<file path="src/rtl/arb_pkg.sv">
// Shared types and constants for the four-requester arbiter.
package arb_pkg;

   localparam int unsigned N_REQ = 4;
   localparam int unsigned ID_W  = 2;

   typedef enum logic [1:0] {
      IDLE  = 2'b00,
      GRANT = 2'b01,
      GAP   = 2'b10
   } arb_state_t;

   // casez patterns for the fixed-priority encoder, bit 3 highest
   localparam logic [N_REQ-1:0] PAT_ID3 = 4'b1???;
   localparam logic [N_REQ-1:0] PAT_ID2 = 4'b01??;
   localparam logic [N_REQ-1:0] PAT_ID1 = 4'b001?;
   localparam logic [N_REQ-1:0] PAT_ID0 = 4'b0001;

   function automatic logic [N_REQ-1:0] id2onehot(input logic [ID_W-1:0] id);
      id2onehot     = '0;
      id2onehot[id] = 1'b1;
   endfunction

endpackage

</file>
<file path="src/rtl/arb_prio_enc.sv">
// Four-input fixed-priority encoder, bit 3 wins. Anything not matching a
// definite pattern (including unknown inputs) reports no hit.
module arb_prio_enc
   import arb_pkg::*;
(
   input  logic [N_REQ-1:0] req,
   output logic             hit,
   output logic [ID_W-1:0]  id
);

   // priority decode of the request vector
   always_comb begin
      hit = 1'b0;
      id  = '0;
      casez (req)
         PAT_ID3: begin hit = 1'b1; id = 2'd3; end
         PAT_ID2: begin hit = 1'b1; id = 2'd2; end
         PAT_ID1: begin hit = 1'b1; id = 2'd1; end
         PAT_ID0: begin hit = 1'b1; id = 2'd0; end
         default: begin hit = 1'b0; id = '0;   end
      endcase
   end

endmodule

</file>
<file path="src/rtl/req_arbiter.sv">
// Four-requester arbiter: registered one-hot grant held until the owner
// releases or the hold timeout fires, followed by a one-cycle gap.
// Optional macro ARB_ROUND_ROBIN_EN selects rotating priority starting
// after the last winner; otherwise fixed priority with req[3] highest.
module req_arbiter
   import arb_pkg::*;
#(
   parameter int unsigned MAX_HOLD = 16,
   parameter int unsigned CNT_W    = 5
) (
   input  logic             clk,
   input  logic             rst_n,
   input  logic [N_REQ-1:0] req,
   output logic [N_REQ-1:0] gnt,
   output logic [ID_W-1:0]  gnt_id,
   output logic             gnt_vld,
   output logic             timeout
);

`ifdef ARB_ROUND_ROBIN_EN
   localparam bit RR_EN = 1'b1;
`else
   localparam bit RR_EN = 1'b0;
`endif

   arb_state_t       state;
   logic [CNT_W-1:0] hold_cnt;
   logic [N_REQ-1:0] mask;
   logic [ID_W-1:0]  last_id;

   logic [N_REQ-1:0] avail;
   logic [ID_W-1:0]  off;
   logic [N_REQ-1:0] rot;
   logic [N_REQ-1:0] enc_in;
   logic             enc_hit;
   logic [ID_W-1:0]  enc_id;
   logic [ID_W-1:0]  win_id;

   // Round-robin reuses the bit3-first encoder: rotate right so the
   // preferred requester lands in bit 0, bit-reverse, then map the index
   // back (~id undoes the reversal, +off undoes the rotation).
   always_comb begin
      avail  = req & ~mask;
      off    = RR_EN ? ID_W'(last_id + 1'b1) : '0;
      rot    = '0;
      enc_in = '0;
      for (int unsigned i = 0; i < N_REQ; i++) begin
         rot[i] = avail[ID_W'(i) + off];
      end
      for (int unsigned i = 0; i < N_REQ; i++) begin
         enc_in[i] = RR_EN ? rot[N_REQ-1-i] : rot[i];
      end
   end

   arb_prio_enc u_enc (
      .req (enc_in),
      .hit (enc_hit),
      .id  (enc_id)
   );

   // map encoder index back to a requester id
   always_comb begin
      win_id = RR_EN ? ID_W'(~enc_id + off) : enc_id;
   end

   // arbitration FSM with registered grant, counter, mask and timeout
   always_ff @(posedge clk) begin
      if (!rst_n) begin
         state    <= IDLE;
         gnt      <= '0;
         gnt_id   <= '0;
         gnt_vld  <= 1'b0;
         timeout  <= 1'b0;
         hold_cnt <= '0;
         mask     <= '0;
         last_id  <= 2'd3;
      end else begin
         timeout <= 1'b0;
         case (state)
            IDLE: begin
               if (enc_hit) begin
                  gnt      <= id2onehot(win_id);
                  gnt_id   <= win_id;
                  gnt_vld  <= 1'b1;
                  hold_cnt <= CNT_W'(1);
                  last_id  <= win_id;
                  state    <= GRANT;
               end
            end
            GRANT: begin
               if (!req[gnt_id]) begin
                  gnt     <= '0;
                  gnt_vld <= 1'b0;
                  state   <= GAP;
               end else if ((MAX_HOLD != 0) && (hold_cnt == CNT_W'(MAX_HOLD))) begin
                  gnt     <= '0;
                  gnt_vld <= 1'b0;
                  timeout <= 1'b1;
                  mask    <= id2onehot(gnt_id);
                  state   <= GAP;
               end else if (hold_cnt != '1) begin
                  hold_cnt <= hold_cnt + 1'b1;
               end
            end
            GAP: begin
               mask <= '0;
               if (enc_hit) begin
                  gnt      <= id2onehot(win_id);
                  gnt_id   <= win_id;
                  gnt_vld  <= 1'b1;
                  hold_cnt <= CNT_W'(1);
                  last_id  <= win_id;
                  state    <= GRANT;
               end else begin
                  state <= IDLE;
               end
            end
            default: begin
               state    <= IDLE;
               gnt      <= '0;
               gnt_id   <= '0;
               gnt_vld  <= 1'b0;
               timeout  <= 1'b0;
               hold_cnt <= '0;
               mask     <= '0;
            end
         endcase
      end
   end

endmodule

</file>
<file path="config.mk">
export PLATFORM = sky130hd
export DESIGN_NAME = req_arbiter
export DESIGN_NICKNAME = d
export VERILOG_FILES = /design/src/rtl/arb_pkg.sv /design/src/rtl/arb_prio_enc.sv /design/src/rtl/req_arbiter.sv
export SDC_FILE = /design/constraint.sdc
export NUM_CORES = 1
export LEC_CHECK = 0
export CAP_MARGIN = 0
export CORE_ASPECT_RATIO = 1.4
export CORE_MARGIN = 1.5
export CORE_UTILIZATION = 28
export CTS_CLUSTER_SIZE = 25
export DETAILED_ROUTE_END_ITERATION = 12
export PLACE_DENSITY_LB_ADDON = 0.3
export SYNTH_ARGS = -nofsm -noshare
export SYNTH_HDL_FRONTEND = slang
export SYNTH_SLANG_ARGS = --single-unit
</file>
<file path="constraint.sdc">
create_clock -name clk -period 5.42 [get_ports clk]
set_clock_uncertainty 0.05 [all_clocks]
set_input_delay 1.626 -clock clk [delete_from_list [all_inputs] [get_ports clk]]
set_output_delay 1.626 -clock clk [all_outputs]
set_load 0.01 [all_outputs]
</file>
==> run_1/pdn.png <==
Pins as bars on the die edge.
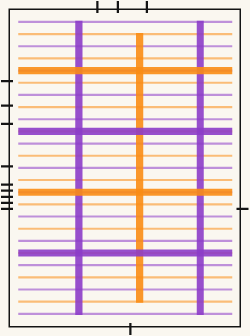
Purple shows VSS. Orange shows VDD.
25 met1 rails follow the rows. 3 straps on met4. The core has 24 rows.
die width: 51.3 µm
Core Footprint: 3120 µm²
Max VDD drop: 0.107 mV
die height: 70.7 µm

==> run_1/cell_classes.png <==
The bar under the picture is 20 µm long.
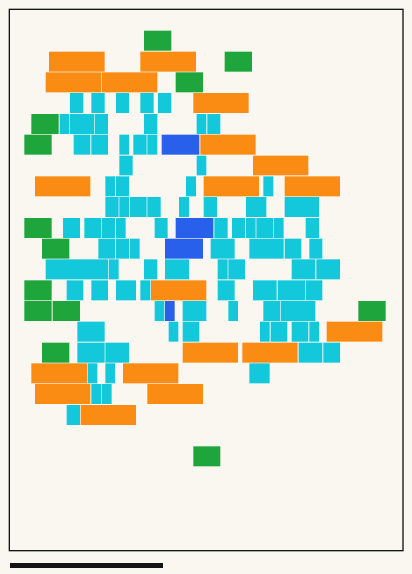
Cyan shows all other logic, cells 86. Blue shows clock drivers and dummy loads, cells 4. Green shows other buffers and delay cells, cells 13. Orange shows flops, cells 19.
Seq/total area: 33.9%
# rows: 24
Final Core Density: 35.9%

==> run_1/clock_map.png <==
The bar under the picture is 20 µm long.
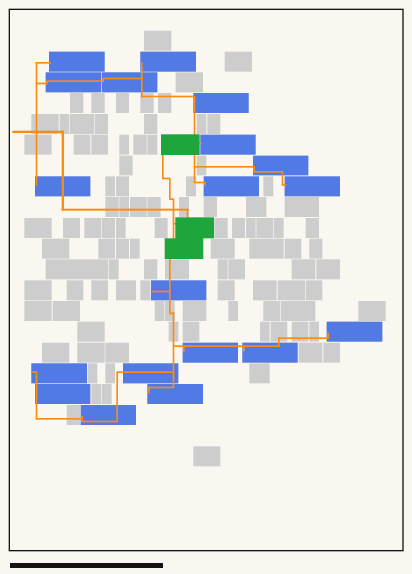
Blue shows flip-flops, count 19. Green shows cells driving clock nets, count 3. Orange shows clock wires, length 212 µm.
There are 4 routed clock nets.
clock network power share: 31.9%
P_clk: 0.0942 mW
Skew-Pair Late Insertion Delay: 250 ps

==> run_1/metal_stack.png <==
Only two layers are drawn.
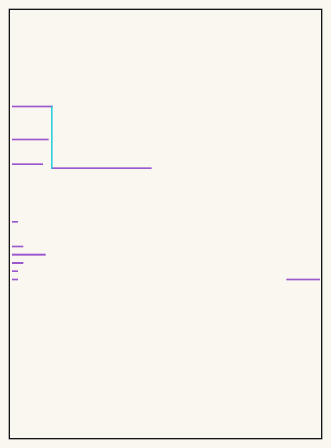
Cyan shows met4, wire length 10.2 µm. Purple shows met3, wire length 49.2 µm.
via count: 822
routed wire length: 1.93 mm
drt wl/cell: 12.0 µm
total track usage: 12.1%

==> flow_metrics.py, run 1 <==
# Metrics from the implementation run
metrics = {
    "synthesis": {
        "post-synth-top-count-cell": "dfxtp_1",
        "mux_share_pct": 2.46,
        "synth-seq-area-share_pct": 41.5,
        "ys_cells": 108,
        "synth.top_cell.area_share_pct": 41.5,
        "yosys_area_um2": 916,
        "ys_sh_simple_pct": 27.5,
        "ff_type": "dfxtp_1",
    },
    "floorplan": {
        "tapCellCount": 39,
        "dieArea_um2": 3630,
    },
    "cts": {
        "post_cts_buffers": 0,
        "cts-resized-gates": 0,
        "ctsHoldBuffers": 0,
    },
    "final_layout": {
        "antenna_cells": 0,
        "comb_area_um2": 494,
        "drive_above_1_share_pct": 4.10,
        "clkbuf_count": 4,
        "top_register": "hold_cnt",
        "lay_top_count": "dfxtp_1",
        "buf_share_pct": 11.6,
    },
    "timing": {
        "finalMaxSlewViolations": 0,
        "finalClockPeriodUsage_pct": 61.2,
        "fin_crit_ps": 3320,
        "fmax_mhz": 301,
        "relSlewSlack_pct": 62.9,
    },
    "global_routing": {
        "grt_pass1_vias": 844,
        "grt_max_degree": 16,
        "gr-usage-met2_pct": 21.6,
        "grt_antenna_before_repair": 0,
    },
    "routing": {
        "drtIter0Drc": 20,
        "wl_met1_um": 887,
    },
    "placed_design": {
        "place_ws_ps": 1850,
        "place_area_um2": 1080,
    },
    "worst_setup_path": {
        "worstRegToRegCells": 7,
        "worstReg2RegStart": "hold_cnt[0]",
        "critPathMaxStageDelay_ps": 700,
        "cp_top_family": "buffers and inverters",
        "timing_worst_setup_path_type": "in -> reg",
        "cp_max_fo": 11,
    },
    "outcome": {
        "status": "complete, no violations",
    },
}
==> run_1/final_clocks.png <==
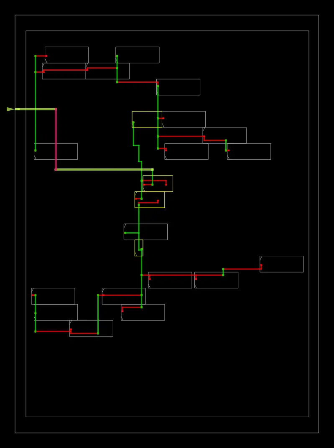

==> run 1 -> run 2 <==
==> constraint.sdc (replaced) <==
create_clock -name clk -period 3.1 [get_ports clk]
set_clock_uncertainty 0.05 [all_clocks]
set_input_delay 0.93 -clock clk [delete_from_list [all_inputs] [get_ports clk]]
set_output_delay 0.93 -clock clk [all_outputs]
set_load 0.01 [all_outputs]
==> run_2/final_clocks.png <==
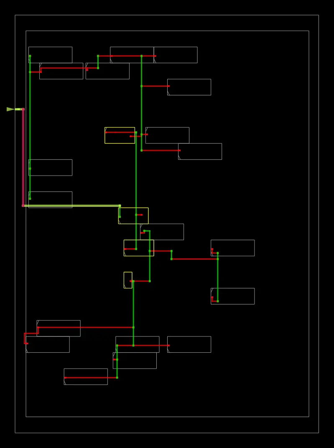
P_clk: 0.167 mW
clk_buf instances: 4
flop count: 19
CTS Buf Count: 3
CTS Sinks: 19

==> run_2/pdn.png <==
Pins as bars on the die edge.
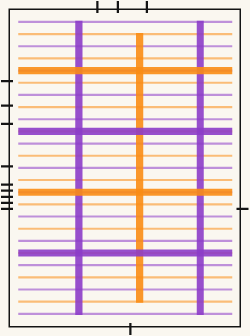
Purple shows VSS. Orange shows VDD.
4 straps on met5. 14 signal pins sit on the boundary. The core has 24 rows. 3 straps on met4.
Max VDD drop: 0.241 mV

==> flow_metrics.py, run 2 <==
# Metrics from the implementation run
metrics = {
    "routing": {
        "wl_met1_um": 856,
        "vias": 849,
        "wl_per_cell_um": 12.5,
        "wl_mm": 2.05,
        "ant_nets": 0,
        "drtIter0Drc": 22,
    },
    "worst_setup_path": {
        "cp_top_family": "multiplexers",
        "worstRegToRegCells": 7,
        "timing_worst_setup_path_type": "in -> reg",
        "critPathMaxStageDelay_ps": 510,
        "cp_max_fo": 8,
        "cp.arrival_ps": 2590,
        "worstReg2RegStart": "hold_cnt[0]",
    },
    "timing": {
        "fin_crit_ps": 2490,
        "finalMaxSlewViolations": 0,
        "relSlewSlack_pct": 62.7,
        "fmax_mhz": 402,
    },
    "synthesis": {
        "ys_sh_simple_pct": 27.5,
        "post-synth-top-count-cell": "dfxtp_1",
        "ff_type": "dfxtp_1",
        "ys_cells": 108,
        "yosys_area_um2": 916,
        "ys_types": 31,
        "synth.top_cell.area_share_pct": 41.5,
    },
    "final_layout": {
        "drive_above_1_share_pct": 6.40,
        "comb_area_um2": 494,
        "top_register": "hold_cnt",
        "num-fill-cells": 350,
        "lay_top_count": "dfxtp_1",
        "buf_share_pct": 13.3,
        "antenna_cells": 0,
    },
    "floorplan": {
        "die_h_um": 70.7,
        "rows": 24,
        "tapCellCount": 39,
        "coreArea_um2": 3120,
        "dieArea_um2": 3630,
    },
    "min_path": {
        "hp-start": "gnt[1]",
    },
    "outcome": {
        "status": "complete, no violations",
    },
    "cts": {
        "clock_latency_ps": 250,
        "ctsHoldBuffers": 0,
        "cts-resized-gates": 0,
        "clk_path_buf_depth": 2,
    },
    "placed_design": {
        "place_area_um2": 1100,
    },
    "global_routing": {
        "grtUsageTotal_pct": 12.2,
        "grt_antenna_before_repair": 0,
        "grt_max_degree": 16,
    },
    "power": {
        "pwr-share-clk_pct": 31.9,
    },
}
==> run_2/cell_classes.png <==
The bar under the picture is 20 µm long.
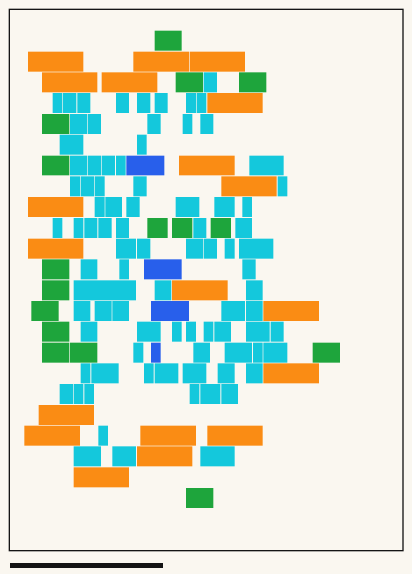
Blue shows clock drivers and dummy loads, cells 4. Cyan shows all other logic, cells 86. Orange shows flops, cells 19. Green shows other buffers and delay cells, cells 16.
Final Core Density: 36.6%
Design Area, Final: 1140 µm²
Seq/total area: 33.3%

Power figures rest on the tool's default switching activity, not on a simulated workload.
